<file path="src/rtl/mp_pkg.sv">
// Shared definitions for the multi-precision adder datapath: FSM encoding,
// word-count and counter-width helpers, and the operand/word width check.
package mp_pkg;

  typedef enum logic [1:0] {
    s_LOAD_A = 2'b00,
    s_LOAD_B = 2'b01,
    s_START  = 2'b10,
    s_WAIT   = 2'b11
  } state_e;

  function automatic int unsigned n_words(input int unsigned op_w, input int unsigned word_w);
    return op_w / word_w;
  endfunction

  // One spare bit so a full count of n_words never wraps on its own.
  function automatic int unsigned cnt_width(input int unsigned nw);
    return $clog2(nw) + 1;
  endfunction

  function automatic int unsigned wd_width(input int unsigned timeout_cyc);
    return (timeout_cyc < 2) ? 1 : $clog2(timeout_cyc);
  endfunction

  function automatic bit widths_ok(input int unsigned op_w, input int unsigned word_w);
    return (word_w != 0) && (op_w >= word_w) && ((op_w % word_w) == 0);
  endfunction

endpackage

</file>
<file path="src/rtl/mp_word_shifter.sv">
// Shift-in deserialiser: each enabled word enters at the MSB end and the
// register shifts right, so the first word lands in the LSB slot.
module mp_word_shifter #(
  parameter int unsigned OPERAND_WIDTH = 512,
  parameter int unsigned WORD_WIDTH    = 32
) (
  input  logic                     iClk,
  input  logic                     iClr,
  input  logic                     iEn,
  input  logic [WORD_WIDTH-1:0]    iWord,
  output logic [OPERAND_WIDTH-1:0] oData
);

  logic [OPERAND_WIDTH-1:0] r_data;

  generate
    if (OPERAND_WIDTH == WORD_WIDTH) begin : g_single
      always_ff @(posedge iClk) begin
        if (iClr)     r_data <= '0;
        else if (iEn) r_data <= iWord;
      end
    end else begin : g_multi
      always_ff @(posedge iClk) begin
        if (iClr)     r_data <= '0;
        else if (iEn) r_data <= {iWord, r_data[OPERAND_WIDTH-1:WORD_WIDTH]};
      end
    end
  endgenerate

  assign oData = r_data;

endmodule

</file>
<file path="src/rtl/mp_operand_loader.sv">
// Operand loader for mp_adder: assembles A then B from a word stream, pulses
// oStart, then holds the operands until iDone or the watchdog expires.
module mp_operand_loader
  import mp_pkg::*;
#(
  parameter int unsigned OPERAND_WIDTH = 512,
  parameter int unsigned WORD_WIDTH    = 32,
  parameter int unsigned TIMEOUT_CYC   = 64
) (
  input  logic                     iClk,
  input  logic                     iRst,
  input  logic [WORD_WIDTH-1:0]    iWord,
  input  logic                     iValid,
  output logic                     oReady,
  output logic [OPERAND_WIDTH-1:0] oOpA,
  output logic [OPERAND_WIDTH-1:0] oOpB,
  output logic                     oStart,
  input  logic                     iDone,
  output logic                     oBusy,
  output logic                     oTimeout
);

  localparam int unsigned N_WORDS = n_words(OPERAND_WIDTH, WORD_WIDTH);
  localparam int unsigned CNT_W   = cnt_width(N_WORDS);
  localparam int unsigned WD_W    = wd_width(TIMEOUT_CYC);
  localparam logic [CNT_W-1:0] CNT_LAST = CNT_W'(N_WORDS - 1);
  localparam logic [WD_W-1:0]  WD_LAST  = WD_W'((TIMEOUT_CYC == 0) ? 0 : TIMEOUT_CYC - 1);

  generate
    if (!widths_ok(OPERAND_WIDTH, WORD_WIDTH)) begin : g_width_check
      $error("mp_operand_loader: OPERAND_WIDTH must be a non-zero multiple of WORD_WIDTH");
    end
  endgenerate

  state_e           r_state;
  logic [CNT_W-1:0] r_cnt;
  logic [WD_W-1:0]  r_wd;
  logic             r_start;
  logic             r_busy;
  logic             r_timeout;

  logic w_load;
  logic w_accept;
  logic w_last_word;
  logic w_en_a;
  logic w_en_b;

  // Ready is a pure decode of the state register, independent of iValid.
  assign w_load      = (r_state == s_LOAD_A) || (r_state == s_LOAD_B);
  assign w_accept    = iValid && w_load;
  assign w_last_word = (r_cnt == CNT_LAST);
  assign w_en_a      = w_accept && (r_state == s_LOAD_A);
  assign w_en_b      = w_accept && (r_state == s_LOAD_B);

  mp_word_shifter #(
    .OPERAND_WIDTH (OPERAND_WIDTH),
    .WORD_WIDTH    (WORD_WIDTH)
  ) u_shift_a (
    .iClk  (iClk),
    .iClr  (iRst),
    .iEn   (w_en_a),
    .iWord (iWord),
    .oData (oOpA)
  );

  mp_word_shifter #(
    .OPERAND_WIDTH (OPERAND_WIDTH),
    .WORD_WIDTH    (WORD_WIDTH)
  ) u_shift_b (
    .iClk  (iClk),
    .iClr  (iRst),
    .iEn   (w_en_b),
    .iWord (iWord),
    .oData (oOpB)
  );

  always_ff @(posedge iClk) begin
    if (iRst) begin
      r_state   <= s_LOAD_A;
      r_cnt     <= '0;
      r_wd      <= '0;
      r_start   <= 1'b0;
      r_busy    <= 1'b0;
      r_timeout <= 1'b0;
    end else begin
      r_start <= 1'b0;
      case (r_state)
        s_LOAD_A: begin
          if (w_accept) begin
            if (w_last_word) begin
              r_cnt   <= '0;
              r_state <= s_LOAD_B;
            end else begin
              r_cnt <= r_cnt + CNT_W'(1);
            end
          end
        end
        s_LOAD_B: begin
          if (w_accept) begin
            if (w_last_word) begin
              r_cnt   <= '0;
              r_state <= s_START;
              r_start <= 1'b1;
              r_busy  <= 1'b1;
            end else begin
              r_cnt <= r_cnt + CNT_W'(1);
            end
          end
        end
        s_START: begin
          r_state <= s_WAIT;
          r_wd    <= '0;
        end
        s_WAIT: begin
          // A completion in the same cycle as expiry takes priority over the watchdog.
          if (iDone) begin
            r_state <= s_LOAD_A;
            r_busy  <= 1'b0;
            r_wd    <= '0;
          end else if ((TIMEOUT_CYC != 0) && (r_wd == WD_LAST)) begin
            r_state   <= s_LOAD_A;
            r_busy    <= 1'b0;
            r_timeout <= 1'b1;
            r_wd      <= '0;
          end else if (TIMEOUT_CYC != 0) begin
            r_wd <= r_wd + WD_W'(1);
          end
        end
        default: r_state <= s_LOAD_A;
      endcase
    end
  end

  assign oReady   = w_load;
  assign oStart   = r_start;
  assign oBusy    = r_busy;
  assign oTimeout = r_timeout;

endmodule

</file>
<file path="config.mk">
export PLATFORM = sky130hd
export DESIGN_NAME = mp_operand_loader
export DESIGN_NICKNAME = d
export VERILOG_FILES = /design/src/rtl/mp_pkg.sv /design/src/rtl/mp_word_shifter.sv /design/src/rtl/mp_operand_loader.sv
export SDC_FILE = /design/constraint.sdc
export NUM_CORES = 2
export LEC_CHECK = 0
export ABC_AREA = 1
export CORE_AREA = 2 2 413 415
export CTS_BUF_LIST = sky130_fd_sc_hd__clkbuf_4 sky130_fd_sc_hd__clkbuf_8
export CTS_CLUSTER_DIAMETER = 100
export CTS_CLUSTER_SIZE = 24
export DETAILED_ROUTE_END_ITERATION = 12
export DIE_AREA = 0 0 415 417
export DONT_BUFFER_PORTS = 1
export PLACE_DENSITY = 0.46
export SYNTH_ARGS = -nofsm -noshare
export SYNTH_HDL_FRONTEND = slang
export SYNTH_SLANG_ARGS = --single-unit
</file>
<file path="constraint.sdc">
create_clock -name iClk -period 1.7 [get_ports iClk]
set_input_delay 0.17 -clock iClk [delete_from_list [all_inputs] [get_ports iClk]]
set_output_delay 0.17 -clock iClk [all_outputs]
set_load 0.005 [all_outputs]
</file>
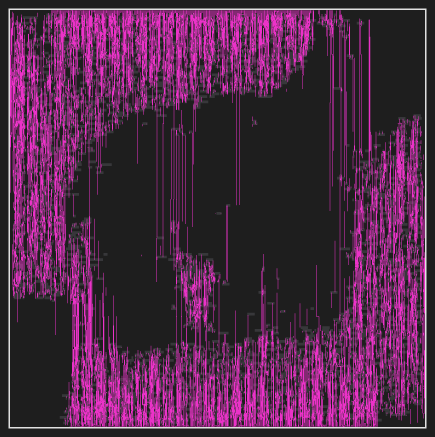
(images/layer_met2.png)
(1 px per um) Cells faint in the background.
nets with wire on the layer: 3,555
main direction: vertical
longest straight run: 172 um
share of all routed wire: 49%
wire length on this layer: 84.0 mm
via count: 32.75k
met2 Usage GRT: 0.3142
Detailed Route WL: 169,800 um

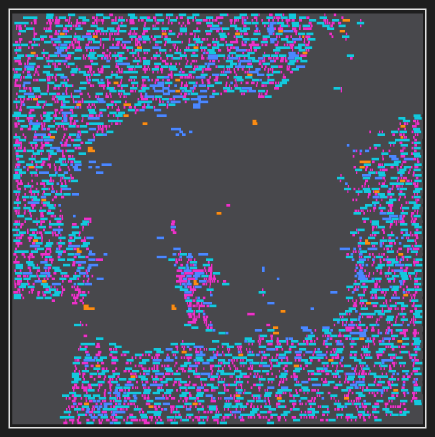
(images/placement_by_type.png)
(1 px per um) Fill, decap, tap and diode cells in gray.
| color | class | cells |
|---|---|---|
| orange | clock drivers and dummy loads | 68 |
| magenta | combinational and other logic | 3,182 |
| cyan | flops | 1,040 |
| blue | other buffers and delay cells | 454 |
row count: 151
final core utilization: 0.2742
flop share of the area: 0.4507
Final Cell Area: 46,220 um2
Core ar.: 168,500 um2

==> changes_impl.md <==
### Physical design

- Status: finished with violations
- Failing checks: negative hold slack, max-slew violations, negative setup slack
- First-pass iteration count of the detailed router: 6
- RR Startpoint: r_state[0]
- Final antenna-violating net count: 0
- Max-cap violations: 0
- Critical path class: input pin to flip-flop
- Final non-filler cell total: approximately 7.0k
- # DRC: 0
- WP data arrival: 3.15 ns
- First-pass GRT wire length: 230,100 um
- DP Worst Slack: -0.2429 ns
- Cells on Worst Hold Path: 1
- DIE AREA: about 170,000 um2
- Synthesized area per cell: 7.906 um2
- Synth mux share: 0
- CTS tree: done
- Vias/cell: 4.701
- CP Launch Type: input pin
- Seq cells post-synth: 1,040
- Post-CTS resize count: around 140
- Clock skew: 0.07558 ns
- Clock transition at the registers of the reported paths: 0.15 ns
- Reg2reg path depth: 14
- Hold Worst Slack: -0.4991 ns
- XORs/XNORs by Area: 0
- Postcts setup bufs: 38
- Tot GR Track Use: 0.1782
- Final worst setup slack: -0.7148 ns
- Largest net degree at the start of global routing: 521
- RSZ-0062 raised after global routing: true
- Top area contributor share: 0.5703
- Min Tclk post-route: ~2.4 ns
- Area Overhead vs Synth: 26.59%
- # nets final: 4,774
- Synth Seq Share: 0.5703
- Antenna violations before repair: 8
- H-Tree Depth: 2
- Top fanout value on the critical path: 520
- Final Hold Vio Count: 335
- Max Slew Vio Count: 40
- Worst-Skew Late Latency: 0.80 ns
- VDD IR max: 0.0009136 V
- EDFF count, synth: 0
- Chip height: approximately 420 um
- Initial detailed-routing violation count: 2,661
- Share of cells above drive strength 1: 0.1577
- Leakage: 15.72 nW
- Post-synthesis async set-or-reset flop share: 0
- Final-report setup violation count: approximately 1.0k
- Crit end category: flip-flop
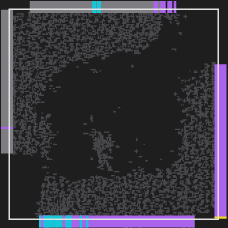
(images/io_placement.png)
(0.5 px per um) Pins as bars across the die edge, other pins in gray.
| color | port | pins | direction | edge |
|---|---|---|---|---|
| yellow | `iClk` | 1 | input | right |
| purple | `oOpB` | 512 | output | 271 bottom, 224 right, 16 top, 1 left |
| cyan | `iWord` | 32 | input | 28 bottom, 4 top |

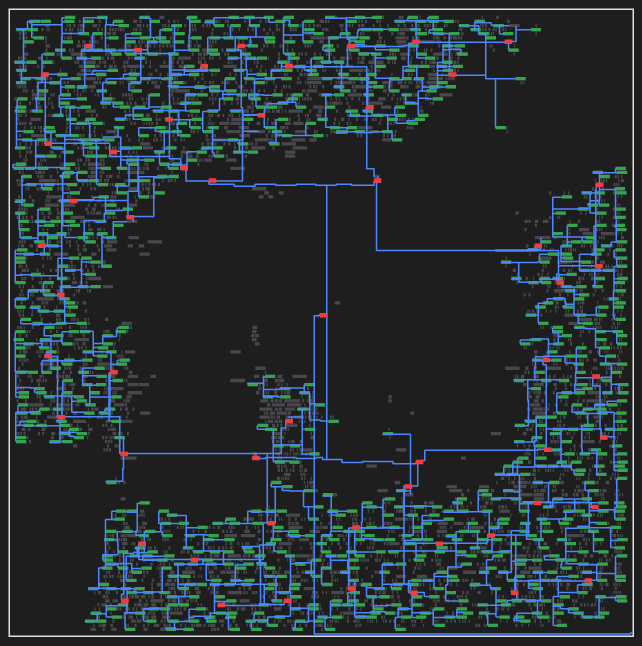
(images/clk_routes.png)
(1.5 px per um)
[red] clock drivers | count: 54
[green] flip-flops | count: 1,040
[blue] clock wires | length: 13,300 um
routed clock nets: 55

area by class of cell:
type                            count  area [um2]
Timing Repair inverter              1       20.02
Tap cell                         2218        2775
Clock inverter                     11       178.9
Clock buffer                       57       772.0
Multi-Input combinational cell   3159       14940
Antenna cell                        4       10.01
Fill cell                       18390      122300
Timing Repair Buffer              454        6561
Inverter                           22       133.9
Sequential cell                  1040       20830
worst max-delay path by stage:
stage | cells past startpoint | start | endpoint
final | 6 | iRst | u_shift_b.oData[511]
after detailed placement | 9 | r_state[1] | u_shift_b.oData[0]
after CTS | 5 | r_state[1] | oReady
after global routing | 6 | iRst | u_shift_b.oData[511]
after floorplan | 11 | r_state[0] | u_shift_a.oData[216]
after global placement | 9 | r_state[1] | u_shift_b.oData[0]
metal layers:
metal / GRT usage / share of wire
met1: 0.1973 / 0.38
met2: 0.3142 / 0.49
met3: 0.06829 / 0.093
met4: 0.05351 / 0.032
met5: 0 / 0.00021
layout by cell type (no fill, tap or decap), types with 85 or more instances in the layout:
cell,count
o21ai_1,165
buf_12,85
nor2_2,91
buf_4,181
o21ai_0,342
nor2_1,927
a21oi_1,457
nand2_1,516
nand3_1,487
dfxtp_1,1037
power breakdown:
| group | internal [mW] | switching, mW | leakage [nW] |
|---|---|---|---|
| combinational | 14.1 | 15.7 | 6.81 |
| sequential | 27.0 | 4.46 | 8.42 |
| clock | 3.22 | 8.45 | 0.487 |
| total | 44.3 | 28.6 | 15.7 |
critical path, stage by stage:
cell and delay [ns]:
inv_8 0.29, dlygate4sd3_1 0.94, buf_12 0.25, buf_12 0.29, o21ai_0 0.29, nor2_1 0.15
No activity file was given, so power comes from the tool's default toggle rates.
